$ cat src/rtl/mem_arbiter.sv
// Arbitrates icache fills and dcache fills/writebacks onto the single memory request
// port and routes tagged memory responses back, with one outstanding read per side.
module mem_arbiter #(
    parameter int TIMEOUT = 32,
    parameter int ADDR_W  = 32,
    parameter int LINE_W  = 128,
    parameter int SIZE_W  = 3
) (
    input  logic              clk_i,
    input  logic              rst_i,
    input  logic              ic_req_valid_i,
    input  logic [ADDR_W-1:0] ic_addr_i,
    input  logic [SIZE_W-1:0] ic_access_size_i,
    output logic              ic_req_ready_o,
    output logic              ic_resp_valid_o,
    output logic [LINE_W-1:0] ic_resp_data_o,
    input  logic              dc_rd_req_valid_i,
    input  logic              dc_wr_req_valid_i,
    input  logic [ADDR_W-1:0] dc_addr_i,
    input  logic [LINE_W-1:0] dc_wr_data_i,
    input  logic [SIZE_W-1:0] dc_access_size_i,
    output logic              dc_req_ready_o,
    output logic              dc_resp_valid_o,
    output logic [LINE_W-1:0] dc_resp_data_o,
    output logic              mem_rd_req_valid_o,
    output logic              mem_wr_req_valid_o,
    output logic              mem_req_is_instr_o,
    output logic [ADDR_W-1:0] mem_address_o,
    output logic [LINE_W-1:0] mem_wr_data_o,
    output logic [SIZE_W-1:0] mem_access_size_o,
    input  logic              mem_data_valid_i,
    input  logic              mem_data_is_instr_i,
    input  logic [LINE_W-1:0] mem_data_i,
    output logic              err_o
);
    localparam int CW = $clog2(TIMEOUT + 1);
    localparam logic [CW-1:0] TO    = CW'(TIMEOUT);
    localparam logic [CW-1:0] TO_M1 = CW'(TIMEOUT - 1);

    logic              ic_busy_q, ic_busy_d, dc_busy_q, dc_busy_d;
    logic              last_grant_q, last_grant_d, err_q, err_d;
    logic [CW-1:0]     ic_cnt_q, ic_cnt_d, dc_cnt_q, dc_cnt_d;
    logic              mem_rd_q, mem_rd_d, mem_wr_q, mem_wr_d, mem_instr_q, mem_instr_d;
    logic [ADDR_W-1:0] mem_addr_q, mem_addr_d;
    logic [LINE_W-1:0] mem_wdata_q, mem_wdata_d;
    logic [SIZE_W-1:0] mem_size_q, mem_size_d;
    logic              ic_rv_q, ic_rv_d, dc_rv_q, dc_rv_d;
    logic [LINE_W-1:0] ic_rd_q, ic_rd_d, dc_rd_q, dc_rd_d;

    logic ic_elig, dc_elig, dc_illegal, grant_ic, grant_dc;
    logic ic_rsp, dc_rsp, rsp_unexp, ic_to, dc_to;

    assign ic_elig    = ic_req_valid_i && !ic_busy_q;
    assign dc_illegal = dc_rd_req_valid_i && dc_wr_req_valid_i;
    // Writebacks never wait on an outstanding dcache read; memory keeps them ordered.
    assign dc_elig    = !dc_illegal &&
                        ((dc_rd_req_valid_i && !dc_busy_q) || dc_wr_req_valid_i);
    assign grant_ic   = ic_elig && (!dc_elig || last_grant_q);
    assign grant_dc   = dc_elig && (!ic_elig || !last_grant_q);

    assign ic_rsp    = mem_data_valid_i &&  mem_data_is_instr_i && ic_busy_q;
    assign dc_rsp    = mem_data_valid_i && !mem_data_is_instr_i && dc_busy_q;
    assign rsp_unexp = mem_data_valid_i && !ic_rsp && !dc_rsp;
    assign ic_to     = ic_busy_q && (ic_cnt_q == TO_M1);
    assign dc_to     = dc_busy_q && (dc_cnt_q == TO_M1);

    always_comb begin
        mem_rd_d    = grant_ic || (grant_dc && dc_rd_req_valid_i);
        mem_wr_d    = grant_dc && dc_wr_req_valid_i;
        mem_instr_d = mem_instr_q;
        mem_addr_d  = mem_addr_q;
        mem_wdata_d = mem_wdata_q;
        mem_size_d  = mem_size_q;
        if (grant_ic) begin
            mem_instr_d = 1'b1;
            mem_addr_d  = ic_addr_i;
            mem_wdata_d = '0;
            mem_size_d  = ic_access_size_i;
        end else if (grant_dc) begin
            mem_instr_d = 1'b0;
            mem_addr_d  = dc_addr_i;
            mem_wdata_d = dc_wr_req_valid_i ? dc_wr_data_i : '0;
            mem_size_d  = dc_access_size_i;
        end

        ic_rv_d = ic_rsp;
        dc_rv_d = dc_rsp;
        ic_rd_d = ic_rsp ? mem_data_i : ic_rd_q;
        dc_rd_d = dc_rsp ? mem_data_i : dc_rd_q;

        ic_busy_d = grant_ic ? 1'b1 : (ic_rsp ? 1'b0 : ic_busy_q);
        dc_busy_d = (grant_dc && dc_rd_req_valid_i) ? 1'b1 : (dc_rsp ? 1'b0 : dc_busy_q);

        ic_cnt_d = ic_cnt_q;
        if (grant_ic)                           ic_cnt_d = '0;
        else if (ic_busy_q && ic_cnt_q != TO)   ic_cnt_d = ic_cnt_q + 1'b1;
        dc_cnt_d = dc_cnt_q;
        if (grant_dc && dc_rd_req_valid_i)      dc_cnt_d = '0;
        else if (dc_busy_q && dc_cnt_q != TO)   dc_cnt_d = dc_cnt_q + 1'b1;

        last_grant_d = grant_ic ? 1'b0 : (grant_dc ? 1'b1 : last_grant_q);
        err_d        = err_q || rsp_unexp || dc_illegal || ic_to || dc_to;
    end

    always_ff @(posedge clk_i or posedge rst_i) begin
        if (rst_i) begin
            ic_busy_q    <= 1'b0;
            dc_busy_q    <= 1'b0;
            last_grant_q <= 1'b1;
            err_q        <= 1'b0;
            ic_cnt_q     <= '0;
            dc_cnt_q     <= '0;
            mem_rd_q     <= 1'b0;
            mem_wr_q     <= 1'b0;
            mem_instr_q  <= 1'b0;
            mem_addr_q   <= '0;
            mem_wdata_q  <= '0;
            mem_size_q   <= '0;
            ic_rv_q      <= 1'b0;
            dc_rv_q      <= 1'b0;
            ic_rd_q      <= '0;
            dc_rd_q      <= '0;
        end else begin
            ic_busy_q    <= ic_busy_d;
            dc_busy_q    <= dc_busy_d;
            last_grant_q <= last_grant_d;
            err_q        <= err_d;
            ic_cnt_q     <= ic_cnt_d;
            dc_cnt_q     <= dc_cnt_d;
            mem_rd_q     <= mem_rd_d;
            mem_wr_q     <= mem_wr_d;
            mem_instr_q  <= mem_instr_d;
            mem_addr_q   <= mem_addr_d;
            mem_wdata_q  <= mem_wdata_d;
            mem_size_q   <= mem_size_d;
            ic_rv_q      <= ic_rv_d;
            dc_rv_q      <= dc_rv_d;
            ic_rd_q      <= ic_rd_d;
            dc_rd_q      <= dc_rd_d;
        end
    end

    assign ic_req_ready_o     = grant_ic;
    assign dc_req_ready_o     = grant_dc;
    assign ic_resp_valid_o    = ic_rv_q;
    assign ic_resp_data_o     = ic_rd_q;
    assign dc_resp_valid_o    = dc_rv_q;
    assign dc_resp_data_o     = dc_rd_q;
    assign mem_rd_req_valid_o = mem_rd_q;
    assign mem_wr_req_valid_o = mem_wr_q;
    assign mem_req_is_instr_o = mem_instr_q;
    assign mem_address_o      = mem_addr_q;
    assign mem_wr_data_o      = mem_wdata_q;
    assign mem_access_size_o  = mem_size_q;
    assign err_o              = err_q;
endmodule

$ cat config.mk
export PLATFORM = sky130hd
export DESIGN_NAME = mem_arbiter
export DESIGN_NICKNAME = d
export VERILOG_FILES = /design/src/rtl/mem_arbiter.sv
export SDC_FILE = /design/constraint.sdc
export NUM_CORES = 1
export LEC_CHECK = 0
export CORE_AREA = 8 8 293 295
export DETAILED_ROUTE_END_ITERATION = 10
export DIE_AREA = 0 0 301 303
export SLEW_MARGIN = 20
export SYNTH_ARGS = -nofsm -noshare
export SYNTH_HDL_FRONTEND = slang
export SYNTH_SLANG_ARGS = --single-unit
$ cat constraint.sdc
create_clock -name clk_i -period 19.64 [get_ports clk_i]
set_clock_uncertainty 0.05 [all_clocks]
set_input_delay 1.964 -clock clk_i [delete_from_list [all_inputs] [get_ports clk_i]]
set_output_delay 1.964 -clock clk_i [all_outputs]
set_load 0.01 [all_outputs]
==> results.ini <==
[flow_run]
log.warning_count = 30
maxCapViolations = 0

[routing]
dr_wl_met3_um = 4840
drt-total-wl_um = 62100
antenna_left = 0
wl_per_cell_um = 20.8
drtIter0Drc = 672
vias = 12400
drc = 0
top_layer = met4
m1WireLength_um = 22800
via_per_inst = 4.15
first_pass_iters = 7
wl_met2_um = 32900

[yosys]
top_cell_area_share_pct = 66.0
synth_nets = 1458
logic_family = multiplexers
yosysWarningCount = 0
flop_cell = dfrtp_1
ys_sh_simple_pct = 1.37
synthDistinctLibCells = 38
fa_ha_area_share_pct = 0.301
yosysCellCount = 1121
synth_seq_share_pct = 66.2
postSynthCellCount = 1121
yosysMostFrequentCell = dfrtp_1
numSynthFlops = 440
syn_area_um2 = 16600
yosys_area_um2 = 16600
ys_sh_aoi_pct = 9.82
mux_share_pct = 17.4
syn_area_per_cell_um2 = 14.8
ys_sh_xor_pct = 0.263
edf_count = 0
top_cells_by_area = dfrtp_1, mux2_2, a22o_1, inv_1, a222oi_1
yosysTopAreaCell = dfrtp_1
ys_async_sr_fraction_pct = 100
ys_top_cells_by_count = dfrtp_1, mux2_2, a22o_1, inv_1, a222oi_1

[clocking]
cts_hold_buf = 0
post-cts-setup-buffers = 0
numCtsBuffers = 51
clock_sinks = 440
htree_levels = 2
cts_root_buffer = clkbuf_16
cts-resized-gates = 0
clkTransAtPathRegs_ns = 0.05
cts_buffer_depth = 3
clk_latency_ns = 0.57
cts_tree = built

[worst_setup_path]
cp-start-kind = input pin
critPathMaxFanout = 36
ff2ff_setup_slack_ns = 16.65
crit_type = input pin to primary output
crit_required_ns = 17.63
endpoint_kind = primary output
cp.arrival_ns = 4.08

[placement]
gp_congestion = 0.840
dp_hpwl_um = 46500
port_buffers = 759

[global_routing]
grt_util_met1_pct = 14.1
grt_pass1_vias = 13900
grt_max_degree = 103
track_usage_pct = 12.9
grt_util_met2_pct = 23.5
grt_remaining_overflow = 0
antenna_found_initial = 3
grt.busiest_layer = met2
gr-usage-met3_pct = 4.38
grt_pass1_wl_um = 91500

[floorplan]
io_pins = 760
fp.dieW_um = 301
chipArea_um2 = 91200
initCoreUtil_pct = 20.5
dieHeight_um = 303

[pwr]
power_density_nw_per_um2 = 151
ir_drop_mv = 0.0942
leakagePower_nw = 11.7

[layout]
final_layout_size_suffix_gt1_share_pct = 17.8
mostFrequentLayoutCell = clkdlybuf4s50_1
logic_area_um2 = 4890
syn2layout_area_growth_pct = 63.1
nNetsFinal = 2214
lay_top_cells = clkdlybuf4s50_1, dfrtp_1, mux2_2
seq_area_um2 = 11000

[sta]
slew_viol_final = 0
final_hold_viol_count = 0
holdWs_ns = 0.429
rsz0062_at_grt = false
slew-limit-headroom_pct = 31.1
clock.fmax_mhz = 164
setup_viol = 0
tightest_slew_ns = 1.03
tns_ns = 0
fin_crit_ns = 6.10
fin_crit_sh_pct = 31.0

[status]
status = completed

[min_path]
hold_class = flop to flop

-- report_power, final --
part	internal (W)	switching (W)
combinational	0.000948	0.000656
clock	0.000603	0.000385
sequential	0.00128	0.000219
-- metrics by stage --
stage,cell area (µm²),instances,worst slack (ns),power [W],util (%)
global route,27100,2985,13.47,0.00431,33.4
CTS,27100,2983,13.54,0.00417,33.4
finish,27100,2985,13.54,0.00409,33.4
floorplan,16600,1121,5.37,0.00210,-
global placement,25400,2894,13.57,0.00310,31.3
detailed placement,25400,2894,13.56,0.00314,31.3
-- path summary, 6_finish.rpt --
kind / start / to / cells past startpoint
max: dc_rd_req_valid_i / dc_req_ready_o / 5
min: mem_req_is_instr_o / mem_req_is_instr_o / 1
max reg2reg: ic_busy_q / ic_resp_data_o[62] / 4
min reg2reg: mem_req_is_instr_o / mem_req_is_instr_o / 1
max in group asynchronous: rst_i / dc_resp_data_o[94] / 5
min in group asynchronous: rst_i / ic_resp_data_o[26] / 2
-- cell type report --
type	count	area share [%]
clock inverter	15	0.830
multi-input combinational	495	18.0
tap	1070	4.93
sequential	440	40.6
timing repair buffer	774	28.4
antenna	2	0.0184
inverter	115	1.62
clock buffer	74	5.62
-- worst max-delay path: stages --
cell and delay [ns]:
clkdlybuf4s50_1 0.54, or3b_4 0.43, a21oi_2 0.13, buf_4 0.37, clkdlybuf4s50_1 0.62
-- flip-flops by register name, indices dropped and copies added (netlist names) --
signal and flops:
dc_busy_q 1, dc_cnt_q 6, dc_resp_data_o 128, dc_resp_valid_o 1, err_o 1, ic_busy_q 1
ic_cnt_q 6, ic_resp_data_o 128, ic_resp_valid_o 1, last_grant_q 1, mem_access_size_o 3, mem_address_o 32
mem_rd_req_valid_o 1, mem_req_is_instr_o 1, mem_wr_data_o 128, mem_wr_req_valid_o 1
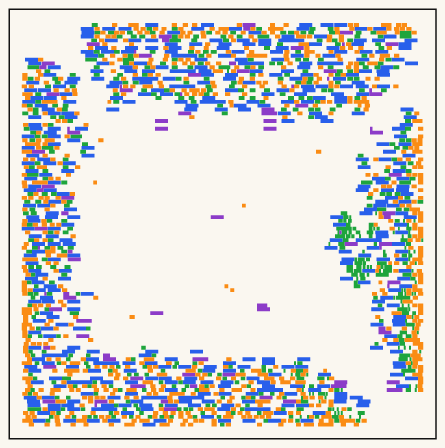
(images/placement_by_type.png)
class	colour	cells	share of their area
clock drivers and dummy loads	purple	89	6.8%
combinational and other logic	green	610	21%
flops	blue	440	43%
other buffers and delay cells	orange	774	30%
Final Util: 33.4%
post-route cell area: 27100 µm²
Core ar.: 81200 µm²
FP Rows: 105

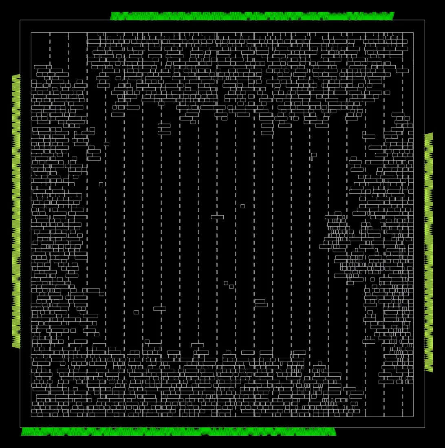
(images/placement.png)
flop share of the area: 40.6%
fillers: 7999
Well Taps: 1070
Flop Count: 440

No activity file was given, so power comes from the tool's default toggle rates.
